==> src/rtl/ddr3_tg_pkg.sv <==
// ddr3_tg_pkg: shared command codes, FSM states and pattern function for the DDR3 UI traffic generator.
package ddr3_tg_pkg;
    localparam logic [2:0] CMD_WRITE = 3'b000;
    localparam logic [2:0] CMD_READ  = 3'b001;
    typedef enum logic [2:0] {IDLE, WAIT_CAL, WRITE, READ, DONE} tg_state_t;
    function automatic logic [31:0] pattern_word(input logic [31:0] seed, input logic [31:0] k);
        return seed + k;
    endfunction
endpackage

==> src/rtl/ddr3_tg_pattern.sv <==
// ddr3_tg_pattern: replicates a 32-bit pattern word across a full UI data beat.
module ddr3_tg_pattern #(
    parameter int DATA_WIDTH = 256
) (
    input  logic [31:0]           word,
    output logic [DATA_WIDTH-1:0] beat
);
    assign beat = {(DATA_WIDTH/32){word}};
endmodule

==> src/rtl/ddr3_ui_traffic_gen.sv <==
// ddr3_ui_traffic_gen: writes a block of patterned bursts over the DDR3 native UI, reads them back and counts mismatching beats.
module ddr3_ui_traffic_gen
    import ddr3_tg_pkg::*;
#(
    parameter int ADDR_WIDTH  = 28,
    parameter int DATA_WIDTH  = 256,
    parameter int BURST_COUNT = 16,
    parameter int ADDR_STEP   = 8,
    parameter int BASE_ADDR   = 0
) (
    input  logic                    sys_clk,
    input  logic                    sys_rst,
    input  logic                    init_calib_complete,
    input  logic                    start,
    input  logic [31:0]             seed,
    output logic [ADDR_WIDTH-1:0]   app_addr,
    output logic [2:0]              app_cmd,
    output logic                    app_en,
    input  logic                    app_rdy,
    output logic [DATA_WIDTH-1:0]   app_wdf_data,
    output logic                    app_wdf_wren,
    output logic                    app_wdf_end,
    output logic [DATA_WIDTH/8-1:0] app_wdf_mask,
    input  logic                    app_wdf_rdy,
    input  logic [DATA_WIDTH-1:0]   app_rd_data,
    input  logic                    app_rd_data_valid,
    input  logic                    app_rd_data_end,
    output logic                    busy,
    output logic                    done,
    output logic                    pass,
    output logic [15:0]             err_count
);
    localparam int CW = $clog2(BURST_COUNT) + 1;
    localparam logic [CW-1:0] BC = CW'(BURST_COUNT);

    tg_state_t state;
    logic [31:0] seed_q, wword, rword;
    logic [CW-1:0] wcmd_cnt, wdat_cnt, rcmd_cnt, rbeat_cnt, wc_n, wd_n, rc_n, rb_n;
    logic [DATA_WIDTH-1:0] exp_beat;
    logic cmd_acc, dat_acc, mismatch, unused;

    function automatic logic [ADDR_WIDTH-1:0] burst_addr(input logic [CW-1:0] k);
        return ADDR_WIDTH'(BASE_ADDR) + ADDR_WIDTH'(k) * ADDR_WIDTH'(ADDR_STEP);
    endfunction

    ddr3_tg_pattern #(.DATA_WIDTH(DATA_WIDTH)) u_wr_pat (.word(wword), .beat(app_wdf_data));
    ddr3_tg_pattern #(.DATA_WIDTH(DATA_WIDTH)) u_rd_pat (.word(rword), .beat(exp_beat));

    assign rword        = pattern_word(seed_q, 32'(rbeat_cnt));
    assign cmd_acc      = app_en && app_rdy;
    assign dat_acc      = app_wdf_wren && app_wdf_rdy;
    assign wc_n         = wcmd_cnt + CW'(cmd_acc);
    assign wd_n         = wdat_cnt + CW'(dat_acc);
    assign rc_n         = rcmd_cnt + CW'(cmd_acc);
    assign rb_n         = rbeat_cnt + CW'(app_rd_data_valid);
    assign mismatch     = app_rd_data != exp_beat;
    assign app_wdf_end  = app_wdf_wren;
    assign app_wdf_mask = '0;
    assign unused       = app_rd_data_end;

    always_ff @(posedge sys_clk or negedge sys_rst) begin
        if (!sys_rst) begin
            state        <= IDLE;
            seed_q       <= '0;
            wword        <= '0;
            wcmd_cnt     <= '0;
            wdat_cnt     <= '0;
            rcmd_cnt     <= '0;
            rbeat_cnt    <= '0;
            app_addr     <= burst_addr('0);
            app_cmd      <= CMD_WRITE;
            app_en       <= 1'b0;
            app_wdf_wren <= 1'b0;
            busy         <= 1'b0;
            done         <= 1'b0;
            pass         <= 1'b0;
            err_count    <= '0;
        end else begin
            case (state)
                IDLE: if (start) begin
                    state     <= WAIT_CAL;
                    seed_q    <= seed;
                    wcmd_cnt  <= '0;
                    wdat_cnt  <= '0;
                    rcmd_cnt  <= '0;
                    rbeat_cnt <= '0;
                    err_count <= '0;
                    done      <= 1'b0;
                    pass      <= 1'b0;
                    busy      <= 1'b1;
                end
                WAIT_CAL: if (init_calib_complete) begin
                    state        <= WRITE;
                    app_en       <= 1'b1;
                    app_cmd      <= CMD_WRITE;
                    app_addr     <= burst_addr('0);
                    app_wdf_wren <= 1'b1;
                    wword        <= seed_q;
                end
                WRITE: begin
                    wcmd_cnt <= wc_n;
                    wdat_cnt <= wd_n;
                    if (wc_n == BC && wd_n == BC) begin
                        state        <= READ;
                        app_en       <= 1'b1;
                        app_cmd      <= CMD_READ;
                        app_addr     <= burst_addr('0);
                        app_wdf_wren <= 1'b0;
                    end else begin
                        // data may run at most one burst ahead of its command
                        app_en       <= wc_n < BC;
                        app_addr     <= burst_addr(wc_n);
                        app_wdf_wren <= wd_n < BC && wd_n <= wc_n;
                        wword        <= pattern_word(seed_q, 32'(wd_n));
                    end
                end
                READ: begin
                    rcmd_cnt  <= rc_n;
                    rbeat_cnt <= rb_n;
                    app_addr  <= burst_addr(rc_n);
                    app_en    <= rc_n < BC && rb_n != BC;
                    err_count <= err_count + 16'(app_rd_data_valid && mismatch && err_count != 16'hFFFF);
                    if (rb_n == BC) state <= DONE;
                end
                DONE: begin
                    state <= IDLE;
                    done  <= 1'b1;
                    pass  <= err_count == 16'd0;
                    busy  <= 1'b0;
                end
                default: state <= IDLE;
            endcase
        end
    end
endmodule

==> config.mk <==
export PLATFORM = sky130hd
export DESIGN_NAME = ddr3_ui_traffic_gen
export DESIGN_NICKNAME = d
export VERILOG_FILES = /design/src/rtl/ddr3_tg_pkg.sv /design/src/rtl/ddr3_tg_pattern.sv /design/src/rtl/ddr3_ui_traffic_gen.sv
export SDC_FILE = /design/constraint.sdc
export NUM_CORES = 1
export LEC_CHECK = 0
export CAP_MARGIN = 0
export CORE_AREA = 5 5 248 250
export DETAILED_ROUTE_END_ITERATION = 8
export DIE_AREA = 0 0 253 255
export PLACE_DENSITY = 0.49
export SYNTH_ARGS = -nofsm -noshare
export SYNTH_HDL_FRONTEND = slang
export SYNTH_SLANG_ARGS = --single-unit
export TNS_END_PERCENT = 10
==> constraint.sdc <==
create_clock -name sys_clk -period 4.55 [get_ports sys_clk]
set_clock_uncertainty 0.15 [all_clocks]
set_input_delay 0.455 -clock sys_clk [delete_from_list [all_inputs] [get_ports sys_clk]]
set_output_delay 0.455 -clock sys_clk [all_outputs]
set_load 0.01 [all_outputs]
final_congestion.png
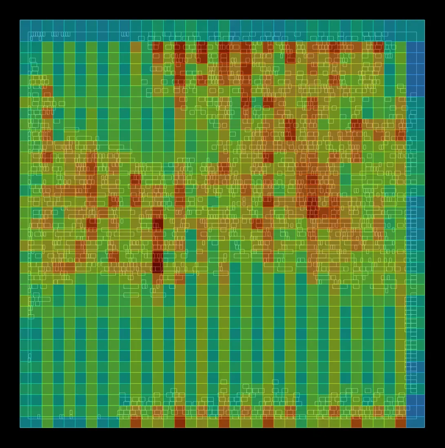
Core Util, Final: 30.2%
met1 usage: 20.7%
total track usage: 15.5%
DR WL/cell: 20.0 um

metal_stack.png
The bar under the picture is 100 um long. Two of the layers only.
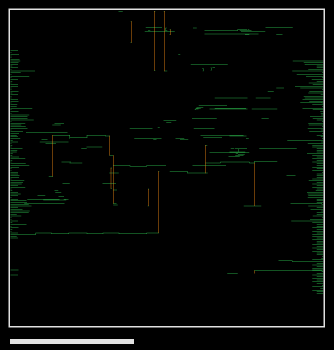
layer	colour	wire length
met3	green	3140 um
met4	orange	343 um

registers.png
The bar under the picture is 100 um long. Other sequential cells in the stronger grey, the rest of the logic in the fainter grey.
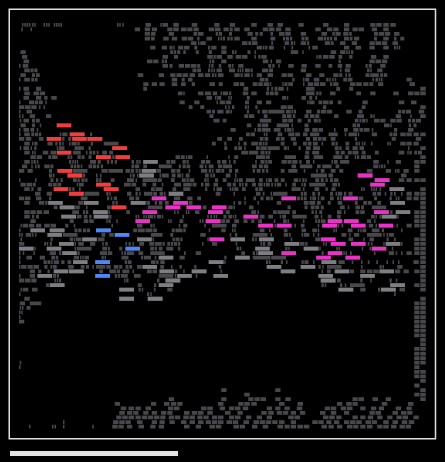
signal	colour	placed flops
wcmd_cnt	blue	5
seed_q	magenta	32
err_count	red	16
not coloured	61

==> power by group <==
part	total, mW	switching [mW]	leakage (nW)	internal, mW
combinational	5.84	2.76	5.29	3.08
clock	1.30	0.521	0.259	0.774
sequential	1.97	0.616	1.48	1.36
==> flip-flops by register name, indices dropped and copies added, names as in the netlist, 3 cells and up <==
name       cells
wcmd_cnt       5
rbeat_cnt      5
wword         32
wdat_cnt       5
seed_q        32
state          3
app_addr       5
rcmd_cnt       5
err_count     16
==> critical path: cells and delay by family, from the launching register on <==
kind	cells	cell delay, ns
AOI/OAI and AO/OA	4	0.93
xor gates and xnor gates	1	0.20
adders and majority gates	3	0.77
buffers and inverters	2	0.25
DFF	1	0.37
muxes	2	0.31
and+or+nand+nor	8	1.69
==> changes_impl.md <==
## Flow update

- Status: complete, but fails checks
- Failing checks: negative setup slack
- Avg Cell Area, Syn: 7.72 um^2
- GRT met2 Usage: 27.1%
- Final Hold Slack: 0.332 ns
- Antenna violations before repair: 5
- Fin worst setup slack: -0.206 ns
- Post-route ant nets: 0
- Placed Cells: 2635
- Inverters, non-clock: 15
- Slew @ Worst Pin: between 1 and 1.5 ns
- Post-synth regs: 114
- Fin nets: 2220
- Post-Route M1 WL: 23500 um
- Max Used Layer: met5
- Main flop type: dfrtp_1
- Flops: approximately 110
- Gate Area: roughly 0.0063 mm^2
- Final Setup Violations: 11
- Maxcap violations: 0
- Final wirelength: 53800 um
- Non-CTS buffers: 736
- Largest cell class: buffers
Power and IR drop assume default switching activity.
